File: src/rtl/calc_pkg.sv
// Shared definitions for the calculator keypad/display path: key codes,
// entry-FSM states and the BCD digit type.
package calc_pkg;

  localparam logic [3:0] KEY_CLEAR = 4'hA;
  localparam logic [3:0] KEY_BKSP  = 4'hB;
  localparam logic [3:0] KEY_ENTER = 4'hC;

  typedef enum logic {
    IDLE = 1'b0,
    CONV = 1'b1
  } state_e;

  typedef logic [3:0] bcd_t;

  // True for the decimal digit codes 0..9.
  function automatic logic is_digit_key(input logic [3:0] code);
    return (code <= 4'd9);
  endfunction

endpackage

File: src/rtl/bcd_key_entry_mul10_add.sv
// One decimal accumulate step: y = acc*10 + d, computed as shifts and adds
// in W+4 bits, then truncated back to W bits.
module mul10_add #(
  parameter int W = 14
) (
  input  logic [W-1:0] acc,
  input  logic [3:0]   d,
  output logic [W-1:0] y
);

  logic [W+3:0] acc_wide;
  logic [W+3:0] sum_wide;

  // acc*10 = acc*8 + acc*2, plus the incoming digit
  always_comb begin
    acc_wide = {4'b0000, acc};
    sum_wide = (acc_wide << 3) + (acc_wide << 1) + {{W{1'b0}}, d};
    y        = sum_wide[W-1:0];
  end

endmodule

File: src/rtl/bcd_key_entry.sv
// Keypad entry block: collects decimal key presses into a packed-BCD entry
// for the display and, on ENTER, converts the entry MSD-first to binary.
//
// Strobe semantics: key_valid is a one-cycle strobe with no back-pressure;
// every cycle it is high is one key press, sampled on that posedge. A key
// that cannot be honoured (entry full, backspace on empty, or any key while
// busy) is dropped and answered by a one-cycle key_err pulse. bin_valid is a
// one-cycle pulse that marks the cycle in which bin_out first holds a new
// result; the consumer has no ready and must take it on that cycle.
module bcd_key_entry
  import calc_pkg::*;
#(
  parameter int NDIG = 4,
  parameter int W    = 14
) (
  input  logic                CLK,
  input  logic                RST,
  input  logic                key_valid,
  input  logic [3:0]          key_code,
  output logic [4*NDIG-1:0]   digits,
  output logic [2:0]          ndig,
  output logic                busy,
  output logic                bin_valid,
  output logic [W-1:0]        bin_out,
  output logic                key_err
);

  localparam int             IW       = (NDIG > 1) ? $clog2(NDIG) : 1;
  localparam logic [2:0]     NDIG_MAX = 3'(NDIG);
  localparam logic [IW-1:0]  IDX_TOP  = IW'(NDIG - 1);

  state_e            state;
  state_e            state_nxt;
  logic [IW-1:0]     idx;
  logic [W-1:0]      acc;
  logic [W-1:0]      acc_nxt;
  logic              last_iter;
  bcd_t              cur_digit;
  logic [4*NDIG+3:0] shl_full;
  logic [4*NDIG-1:0] digits_shl;
  logic [4*NDIG-1:0] digits_shr;
  logic [4*NDIG-1:0] digits_sel;

  // Entry shift helpers and the digit currently addressed by the converter
  always_comb begin
    shl_full   = {digits, key_code};
    digits_shl = shl_full[4*NDIG-1:0];
    digits_shr = digits >> 4;
    digits_sel = digits >> {idx, 2'b00};
    cur_digit  = digits_sel[3:0];
    last_iter  = (idx == '0);
  end

  mul10_add #(.W(W)) u_mul10_add (
    .acc (acc),
    .d   (cur_digit),
    .y   (acc_nxt)
  );

  // FSM state register
  always_ff @(posedge CLK) begin
    if (RST) state <= IDLE;
    else     state <= state_nxt;
  end

  // FSM next state: ENTER starts a conversion, the last iteration ends it
  always_comb begin
    state_nxt = state;
    case (state)
      IDLE: if (key_valid && (key_code == KEY_ENTER)) state_nxt = CONV;
      CONV: if (last_iter) state_nxt = IDLE;
      default: state_nxt = IDLE;
    endcase
  end

  assign busy = (state == CONV);

  // Entry register, conversion datapath and output pulses
  always_ff @(posedge CLK) begin
    if (RST) begin
      digits    <= '0;
      ndig      <= '0;
      idx       <= '0;
      acc       <= '0;
      bin_out   <= '0;
      bin_valid <= 1'b0;
      key_err   <= 1'b0;
    end else begin
      bin_valid <= 1'b0;
      key_err   <= 1'b0;
      if (state == CONV) begin
        // Keys are never queued during a conversion, including the final edge.
        if (key_valid) key_err <= 1'b1;
        acc <= acc_nxt;
        idx <= idx - 1'b1;
        if (last_iter) begin
          bin_out   <= acc_nxt;
          bin_valid <= 1'b1;
        end
      end else if (key_valid) begin
        if (is_digit_key(key_code)) begin
          if (ndig == NDIG_MAX) begin
            key_err <= 1'b1;
          end else if (!((ndig == 3'd0) && (key_code == 4'd0))) begin
            // A leading zero is silently dropped so the entry stays canonical.
            digits <= digits_shl;
            ndig   <= ndig + 3'd1;
          end
        end else if (key_code == KEY_CLEAR) begin
          digits <= '0;
          ndig   <= '0;
        end else if (key_code == KEY_BKSP) begin
          if (ndig == 3'd0) begin
            key_err <= 1'b1;
          end else begin
            digits <= digits_shr;
            ndig   <= ndig - 3'd1;
          end
        end else if (key_code == KEY_ENTER) begin
          acc <= '0;
          idx <= IDX_TOP;
        end
        // 0xD..0xF are reserved and ignored without an error.
      end
    end
  end

endmodule

File: config.mk
export PLATFORM = sky130hd
export DESIGN_NAME = bcd_key_entry
export DESIGN_NICKNAME = d
export VERILOG_FILES = /design/src/rtl/calc_pkg.sv /design/src/rtl/bcd_key_entry_mul10_add.sv /design/src/rtl/bcd_key_entry.sv
export SDC_FILE = /design/constraint.sdc
export NUM_CORES = 1
export LEC_CHECK = 0
export ABC_AREA = 1
export ABC_CLOCK_PERIOD_IN_PS = 6700
export CORE_MARGIN = 8
export CORE_UTILIZATION = 45
export CTS_CLUSTER_SIZE = 20
export DETAILED_ROUTE_END_ITERATION = 12
export GPL_TIMING_DRIVEN = 0
export HOLD_SLACK_MARGIN = 0.05
export MAX_ROUTING_LAYER = met4
export PLACE_DENSITY = 0.79
export SKIP_CTS_REPAIR_TIMING = 1
export SYNTH_ARGS = -nofsm -noshare
export SYNTH_HDL_FRONTEND = slang
export SYNTH_SLANG_ARGS = --single-unit
File: constraint.sdc
create_clock -name CLK -period 6.7 [get_ports CLK]
set_input_delay 1.34 -clock CLK [delete_from_list [all_inputs] [get_ports CLK]]
set_output_delay 1.34 -clock CLK [all_outputs]
set_load 0.05 [all_outputs]
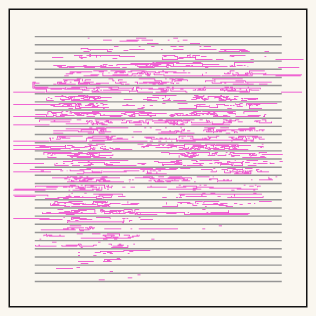
Run 1: met1 routing
Drawn at 3 px/um. Supply wires on this layer in grey.
nets with wire on the layer: 488
longest straight run: 34.0 um
main direction: horizontal
WL final: 7.69 mm
met1 routing resource usage after global routing: 18.3%
via count: 2899

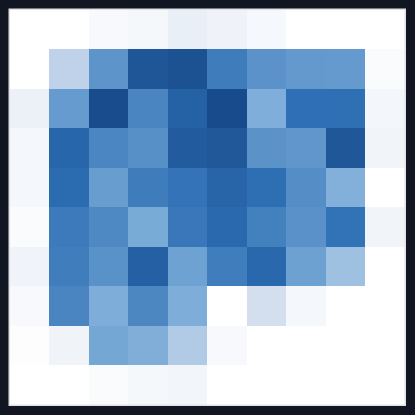
Run 1: placement density heat map
Drawn at 4 px/um. The die is cut into 10 by 10 equal tiles; white is low, dark blue is high, 0 to 100% covered.
nearly empty tiles: 23%
tiles over 75% full: 14%
fullest tile: 89%
densest ninth of the die: centre
emptiest ninth of the die: lower right

==> run summary, run 1 <==
fresh numbers from the pnr run: arrival time reported for the critical path endpoint 3.22 ns, Non-clk invs 49, share of cells above drive strength 1 9.17%, most numerous cell types in the synthesized netlist 106 x nand2_1, 51 x dfxtp_1, 42 x inv_1, area taken by flip-flops and latches 1020 um^2, cell type of the slowest stage on the worst timing path fa_1, area of the core region 6720 um^2, max frequency 330 MHz, Finished Layout Cells 560, cell type group with the largest total delay on the critical path buffers and inverters, chip width between 90 and 100 um, post-route cell area 3710 um^2, Combinational Gates 318, dominant cells by area after synthesis dfxtp_1 33%, nand2_1 13%, ha_1 11%, a21oi_1 5.4%, inv_1 5.1%, status completed, Final non-clock buffer share 13.5%, Synth Register Bits 51, share of power burned in registers between 40% and 50%, Critical Path RT roughly 6.9 ns, r2r worst-path depth 14, cells along the critical path clkbuf_1 > inv_2 > o21ai_0 > a21oi_1 > a21oi_1 > fa_1 > inv_1 > fa_1 > inv_1 > nand3_1 > nand3_1 > xnor2_1 > or2_0 > a21oi_1, final number of max-transition violations 0, pre-CTS setup slack 3.56 ns, count of flip-flops and latches 51, relative area of clock buffers and inverters in the final design 3.10%, HPWL after detailed placement 6.00 mm, vias in the first global route slightly below 3000, clock share of power 30.2%, register-to-register setup slack 3.67 ns
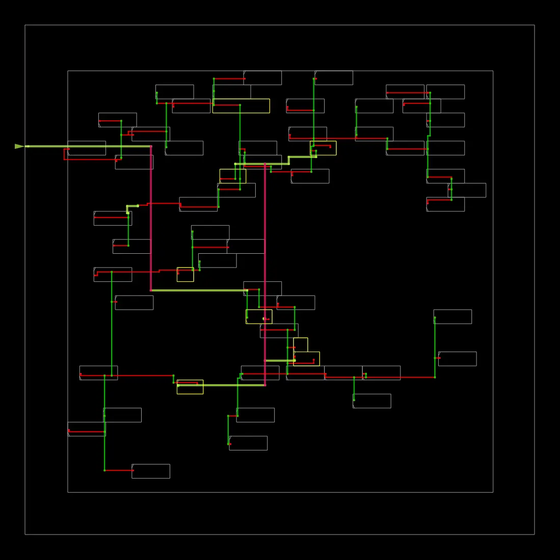
Run 1: clock nets
clock skew after layout: 0.00690 ns
clock network power consumption: 226 uW

## run 1: worst register-to-register path, stage by stage, from the launching register on
cell	delay, ns
dfxtp_1	0.32
clkbuf_1	0.34
inv_2	0.18
o21ai_0	0.20
a21oi_1	0.06
a21oi_1	0.22
fa_1	0.48
inv_1	0.11
fa_1	0.22
inv_1	0.07
nand3_1	0.07
nand3_1	0.13
xnor2_1	0.30
or2_0	0.15
a21oi_1	0.05
## run 1: metal layers
metal / GRT usage, % / part of all wire, %
met5: - / 0
met4: 5.43 / 1.6
met3: 3.10 / 3.2
met2: 31.0 / 50
met1: 18.3 / 46
## run 1: cell families after synthesis
family / share of synthesized area [%]
flops: 33.2
fa+ha+maj: 11.9
simple gates: 29.6
buf+inv: 8.84
xor+xnor: 2.00
compound gates: 14.5
==> inputs of run 2 (changes only) <==
- ABC_CLOCK_PERIOD_IN_PS: 6700 -> 3100
- clock period: 6.7 -> 3.1 ns (I/O delays scaled with it)
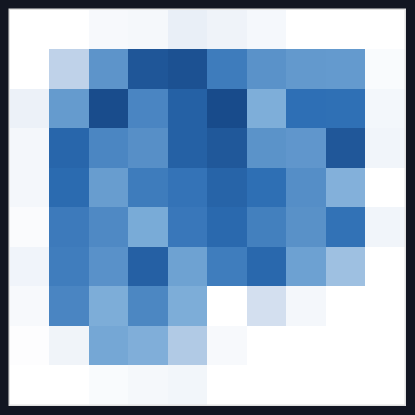
Run 2: placement density heat map
Drawn at 4 px/um. The die is cut into 10 by 10 equal tiles; white is low, dark blue is high, 0 to 100% covered.
emptiest ninth of the die: lower right
densest ninth of the die: centre
mean over tiles: 37%
nearly empty tiles: 23%

==> run 2 against run 1 <==
Utilization about the same. Sequential power up 120%. Synthesized cell count unchanged. Clock skew down 0.0010 ns. Global-route usage unchanged. Wire length about the same. Critical endpoint unchanged. Sequential cell count unchanged. Largest cell class unchanged. Area after synthesis unchanged. Count of clock-buffer cells in the layout unchanged.
==> run summary, run 2 <==
fresh numbers from the pnr run: status completed (unchanged), Final non-clock buffer share 13.4% (was 13.5%), HPWL after detailed placement 6.00 mm (unchanged), met2 routed wirelength 3.79 mm (was 3.82 mm), max frequency 357 MHz (was 330 MHz), chip width 98.6 um (unchanged), Finished Layout Cells 559 (was 560), cell type group with the largest total delay on the critical path adder cells (was buffers and inverters), Most Crowded Layer GR met2 (unchanged), met1 routing resource usage after global routing 18.3% (unchanged), dominant cells by area after synthesis dfxtp_1 33%, nand2_1 13%, ha_1 11%, a21oi_1 5.4%, inv_1 5.1% (unchanged), r2r worst-path depth 13 (was 14), met2 capacity usage during global routing 31.0% (unchanged), vias in the first global route 2965 (unchanged), Combinational Gates 318 (unchanged), register-to-register setup slack 0.30 ns (was 3.67 ns), most numerous cell types in the synthesized netlist 106 x nand2_1, 51 x dfxtp_1, 42 x inv_1 (unchanged), cell type of the slowest stage on the worst timing path fa_1 (unchanged), clock skew after layout 0.00585 ns (was 0.00690 ns), length of routed wiring on met1 3.49 mm (was 3.51 mm), area taken by flip-flops and latches 1020 um^2 (about the same), area of the core region 6720 um^2 (unchanged), Non-clk invs 49 (unchanged), pre-CTS setup slack 0.133 ns (was 3.56 ns), final number of max-transition violations 0 (unchanged), uppermost layer routed met4 (unchanged), count of flip-flops and latches 51 (unchanged), WL final 7.69 mm (about the same), via count 2904 (was 2899)
[run 2: where the power goes]
part | switching (mW) | internal [mW]
Combinational | 0.261 | 0.143
Sequential | 0.0368 | 0.686
Clock | 0.247 | 0.244
Total | 0.544 | 1.07
[run 2: cell families (layout without fill, tap and decap cells)]
group | count (synthesis) | in the layout | share of synthesized area [%]
xor+xnor | 7 | 7 | 2.00
fa+ha+maj | 28 | 28 | 11.9
compound gates | 81 | 81 | 14.5
flops | 51 | 51 | 33.2
simple gates | 202 | 202 | 29.6
buf+inv | 61 | 110 | 8.84
[run 2: stage by stage]
step	cell area, um^2	hold slack (ns)
floorplan	3070	0.448
global placement	3590	0.440
detailed placement	3590	0.445
CTS	3710	0.461
global route	3710	0.479
finish	3710	0.460
No activity file was given, so power comes from the tool's default toggle rates.
